Signal wires by layer:
Drawn at 1.5 px/um. Only two layers are drawn.
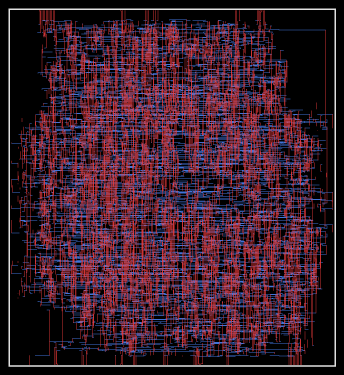
Sequential cells grouped by signal name:
Drawn at 2 px/um. Other sequential cells in the stronger gray, the rest of the logic in the fainter gray.
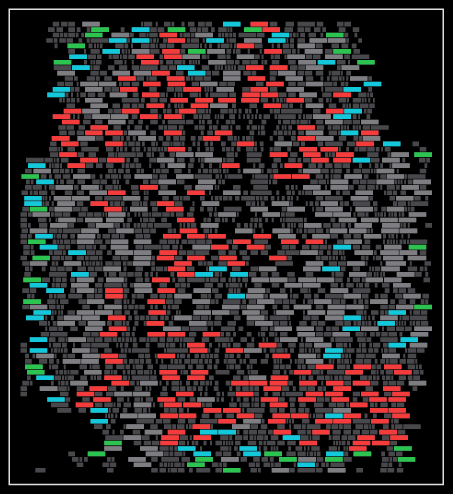
<file path="config.mk">
export PLATFORM = sky130hd
export DESIGN_NAME = monopix_flavor_readout
export DESIGN_NICKNAME = d
export VERILOG_FILES = /design/src/rtl/monopix_flavor_readout.sv
export SDC_FILE = /design/constraint.sdc
export NUM_CORES = 1
export LEC_CHECK = 0
export CORE_ASPECT_RATIO = 1.1
export CORE_MARGIN = 5
export CORE_UTILIZATION = 60
export CTS_BUF_LIST = sky130_fd_sc_hd__clkbuf_8 sky130_fd_sc_hd__clkbuf_16
export DETAILED_ROUTE_END_ITERATION = 10
export PLACE_DENSITY = 0.8
export SYNTH_ARGS = -nofsm -noshare
export SYNTH_HDL_FRONTEND = slang
export SYNTH_SLANG_ARGS = --single-unit
</file>
<file path="constraint.sdc">
create_clock -name CLK_BX_PAD -period 3.7 [get_ports CLK_BX_PAD]
set_input_delay 0.555 -clock CLK_BX_PAD [delete_from_list [all_inputs] [get_ports CLK_BX_PAD]]
set_output_delay 0.555 -clock CLK_BX_PAD [all_outputs]
set_load 0.02 [all_outputs]
</file>
<file path="src/rtl/monopix_flavor_readout.sv">
// TJ-Monopix front-end flavour model: pixel hit capture with 6-bit LE/TE timestamps,
// token-based column-drain readout and a 28-bit MSB-first serial data output.
module monopix_flavor_readout #(
  parameter int NCOL = 4,
  parameter int NROW = 8
) (
  input  logic                 CLK_BX_PAD,
  input  logic                 RST_N_PAD,
  input  logic                 RESET_BCID_PAD,
  input  logic [NCOL*NROW-1:0] ANA_HIT,
  input  logic [NCOL*NROW-1:0] PIX_EN,
  input  logic [NCOL*NROW-1:0] INJ_EN,
  input  logic                 PULSE_PAD,
  input  logic                 FREEZE_PAD,
  input  logic                 READ_PAD,
  output logic                 TOKEN_PAD,
  output logic                 OUT_PAD
);

  localparam int NPIX = NCOL * NROW;

  typedef enum logic [1:0] {
    PIX_IDLE = 2'd0,
    PIX_HIGH = 2'd1,
    PIX_DONE = 2'd2
  } pix_state_t;

  pix_state_t      r_state [NPIX];
  logic [5:0]      r_le    [NPIX];
  logic [5:0]      r_te    [NPIX];
  logic [5:0]      r_bcid;
  logic [NPIX-1:0] r_hit;
  logic [NPIX-1:0] r_hit_d;
  logic            r_read;
  logic            r_read_d;
  logic [27:0]     r_shift;
  logic [4:0]      r_cnt;
  logic            r_busy;
  logic            r_out;
  logic            r_token;

  logic [NPIX-1:0] w_hit;
  logic [NPIX-1:0] w_rise;
  logic [NPIX-1:0] w_fall;
  logic [NPIX-1:0] w_done;
  logic [NPIX-1:0] w_sel_onehot;
  logic            w_sel_valid;
  logic [27:0]     w_sel_word;
  logic            w_load;

  assign w_hit  = PIX_EN & (ANA_HIT | ({NPIX{PULSE_PAD}} & INJ_EN));
  assign w_rise = r_hit & ~r_hit_d;
  assign w_fall = ~r_hit & r_hit_d;
  assign w_load = r_read & ~r_read_d & FREEZE_PAD & ~r_busy & w_sel_valid;

  assign TOKEN_PAD = r_token;
  assign OUT_PAD   = r_out;

  // Column drain priority: the lowest flat index c*NROW+r holding a finished hit wins.
  always_comb begin
    w_done       = '0;
    w_sel_onehot = '0;
    w_sel_valid  = 1'b0;
    w_sel_word   = 28'd0;
    for (int i = 0; i < NPIX; i++) begin
      w_done[i] = (r_state[i] == PIX_DONE);
      if (w_done[i] && !w_sel_valid) begin
        w_sel_valid     = 1'b1;
        w_sel_onehot[i] = 1'b1;
        w_sel_word      = {7'(i / NROW), 9'(i % NROW), r_le[i], r_te[i]};
      end else begin
      end
    end
  end

  always_ff @(posedge CLK_BX_PAD or negedge RST_N_PAD) begin
    if (!RST_N_PAD) begin
      r_bcid   <= 6'd0;
      r_hit    <= '0;
      r_hit_d  <= '0;
      r_read   <= 1'b0;
      r_read_d <= 1'b0;
      r_token  <= 1'b0;
    end else begin
      r_bcid   <= RESET_BCID_PAD ? 6'd0 : r_bcid + 6'd1;
      r_hit    <= w_hit;
      r_hit_d  <= r_hit;
      r_read   <= READ_PAD;
      r_read_d <= r_read;
      r_token  <= |w_done;
    end
  end

  // A selected pixel returns to IDLE on the load edge, overriding any edge seen that cycle.
  always_ff @(posedge CLK_BX_PAD or negedge RST_N_PAD) begin
    if (!RST_N_PAD) begin
      for (int i = 0; i < NPIX; i++) begin
        r_state[i] <= PIX_IDLE;
        r_le[i]    <= 6'd0;
        r_te[i]    <= 6'd0;
      end
    end else begin
      for (int i = 0; i < NPIX; i++) begin
        if (w_load && w_sel_onehot[i]) begin
          r_state[i] <= PIX_IDLE;
        end else begin
          case (r_state[i])
            PIX_IDLE: begin
              if (w_rise[i] && !FREEZE_PAD) begin
                r_state[i] <= PIX_HIGH;
                r_le[i]    <= r_bcid;
              end
            end
            PIX_HIGH: begin
              if (w_fall[i]) begin
                r_state[i] <= PIX_DONE;
                r_te[i]    <= r_bcid;
              end
            end
            PIX_DONE: r_state[i] <= PIX_DONE;
            default:  r_state[i] <= PIX_IDLE;
          endcase
        end
      end
    end
  end

  // Shifter stays busy one extra cycle after bit 0 so OUT returns to 0 before the next load.
  always_ff @(posedge CLK_BX_PAD or negedge RST_N_PAD) begin
    if (!RST_N_PAD) begin
      r_shift <= 28'd0;
      r_cnt   <= 5'd0;
      r_busy  <= 1'b0;
      r_out   <= 1'b0;
    end else if (w_load) begin
      r_shift <= w_sel_word;
      r_cnt   <= 5'd0;
      r_busy  <= 1'b1;
      r_out   <= 1'b0;
    end else if (r_busy) begin
      if (r_cnt == 5'd28) begin
        r_busy <= 1'b0;
        r_out  <= 1'b0;
      end else begin
        r_out   <= r_shift[27];
        r_shift <= {r_shift[26:0], 1'b0};
        r_cnt   <= r_cnt + 5'd1;
      end
    end else begin
      r_out <= 1'b0;
    end
  end

endmodule

</file>
==> flow_summary.html <==
<!-- implementation run metrics -->
<table>
<tr><th>Metric</th><th>Value</th></tr>
<tr><th colspan="2">Power and ir drop</th></tr>
<tr><td>Overall power consumption</td><td>between 20 and 25 mW</td></tr>
<tr><td>Leakage power summed over all cells</td><td>between 10 and 15 nW</td></tr>
<tr><td>Worst ir drop on vdd</td><td>488.9 uV</td></tr>
<tr><th colspan="2">Final layout</th></tr>
<tr><td>Non-filler instance count after layout</td><td>3297</td></tr>
<tr><td>MI comb area</td><td>13070 um2</td></tr>
<tr><td>Most frequent cells in the layout</td><td>sky130_fd_sc_hd__dfrtp_1, sky130_fd_sc_hd__mux2_2, sky130_fd_sc_hd__a21oi_1, sky130_fd_sc_hd__nand2_1, sky130_fd_sc_hd__nor2_1</td></tr>
<tr><td>Inverter tally of the final layout excluding the clock network</td><td>between 100 and 150</td></tr>
<tr><td>Area of all placed cells without fillers</td><td>32130 um2</td></tr>
<tr><th colspan="2">Floorplan</th></tr>
<tr><td>Total die size</td><td>51240 um2</td></tr>
<tr><td>Std cell rows</td><td>slightly above 80</td></tr>
<tr><td>TAP cells</td><td>roughly 600</td></tr>
<tr><td>Share of the core filled by cells before placement</td><td>60.36%</td></tr>
<tr><td>Core area</td><td>46520 um2</td></tr>
<tr><th colspan="2">Yosys</th></tr>
<tr><td>Syn Area/Cell</td><td>10.94 um2</td></tr>
<tr><td>Largest cells by area</td><td>sky130_fd_sc_hd__dfrtp_1, sky130_fd_sc_hd__mux2_2, sky130_fd_sc_hd__ha_1, sky130_fd_sc_hd__a21oi_1, sky130_fd_sc_hd__nand2_1</td></tr>
<tr><td>Most used standard cell by instance count after synthesis</td><td>sky130_fd_sc_hd__dfrtp_1</td></tr>
<tr><td>Yosys warning total</td><td>0</td></tr>
<tr><td>Yosys Instances</td><td>between 2000 and 3000</td></tr>
<tr><td>Synth Seq Share</td><td>49.54%</td></tr>
<tr><td>Post-synthesis cell count</td><td>2567</td></tr>
<tr><th colspan="2">Status</th></tr>
<tr><td>Run status</td><td>finished, violations left</td></tr>
<tr><td>Failing checks</td><td>setup timing</td></tr>
<tr><th colspan="2">STA</th></tr>
<tr><td>Final WS setup</td><td>-4.937 ps</td></tr>
<tr><td>Ratio of final minimum period to clock period</td><td>100.1%</td></tr>
<tr><td>Final count of negative-setup-slack endpoints</td><td>1</td></tr>
<tr><td>Max-slew violations</td><td>0</td></tr>
<tr><td>Worst clock skew on the final layout</td><td>~27 ps</td></tr>
<tr><td>Time the worst path needs with I/O delays and setup</td><td>roughly 3700 ps</td></tr>
<tr><th colspan="2">Clocking</th></tr>
<tr><td>Buffers from clock root to sink, at most</td><td>3</td></tr>
<tr><td>Hold bufs inserted after CTS</td><td>0</td></tr>
<tr><td>Clock Sinks</td><td>approximately 560</td></tr>
<tr><td>TritonCTS Buffers</td><td>between 50 and 60</td></tr>
<tr><td>H-tree level count</td><td>2</td></tr>
<tr><th colspan="2">Setup path</th></tr>
<tr><td>Top cell family by delay on the critical path</td><td>simple AND/OR/NAND/NOR gates</td></tr>
<tr><td>Cell repeated most along the worst path</td><td>sky130_fd_sc_hd__nor4_1</td></tr>
<tr><td>CP startpoint kind</td><td>register</td></tr>
<tr><td>Max incr delay on CP</td><td>~620 ps</td></tr>
<tr><th colspan="2">Detailed routing</th></tr>
<tr><td>Met2 Routed Length</td><td>about 38000 um</td></tr>
<tr><td>Uppermost layer routed</td><td>met5</td></tr>
<tr><td>Routed wirelength normalized by instance count</td><td>roughly 24 um</td></tr>
<tr><td>Total detailed-routing wirelength</td><td>~80000 um</td></tr>
<tr><td>1st-iter DRT viols</td><td>around 2400</td></tr>
<tr><th colspan="2">Global routing</th></tr>
<tr><td>Pin count of the biggest net entering global routing</td><td>108</td></tr>
<tr><td>Met1 track demand over resource in global routing</td><td>approximately two fifths</td></tr>
<tr><th colspan="2">Place</th></tr>
<tr><td>Gp weighted congestion</td><td>just under 1</td></tr>
<tr><td>Pre-CTS setup slack</td><td>-90.28 ps</td></tr>
</table>
-- 'signal wires by layer' (at the start) --
[met1] blue | wire length: 31.8 mm
[met2] red | wire length: 37.7 mm

-- 'sequential cells grouped by signal name' (at the start) --
[r_le] red | sequential cells: 192
[r_state] cyan | sequential cells: 64 | where: widely spread
[r_hit] green | sequential cells: 32 | where: widely spread
not colored: 268

-- power by group --
part | switching [mW] | internal (mW)
Combinational | 4.63 | 3.29
Sequential | 0.966 | 7.47
Clock | 2.43 | 3.35
-- path summary, 6_finish.rpt --
check / to / cells after the start
max in group asynchronous: r_bcid[2] / 2
setup reg to reg: r_shift[10] / 12
min in group CLK_BX_PAD: r_read_d / 0
hold / removal: r_hit[10] / 1
hold reg to reg: r_read_d / 0
setup / recovery: r_shift[10] / 12
-- timing repair --
action                     CTS  global route
pin swaps                    0             2
setup endpoints to repair    1           121
gates resized                1            22
setup buffers                0             2
-- cells by family after synthesis --
family                     share of synthesized area, %
and+or+nand+nor                                   12.80
muxes                                             16.55
adders and majority gates                         4.411
xor gates and xnor gates                         0.2495
DFF                                               49.54
AOI/OAI and AO/OA                                 12.25
buffers and inverters                             4.197
Power figures rest on the tool's default switching activity, not on a simulated workload.
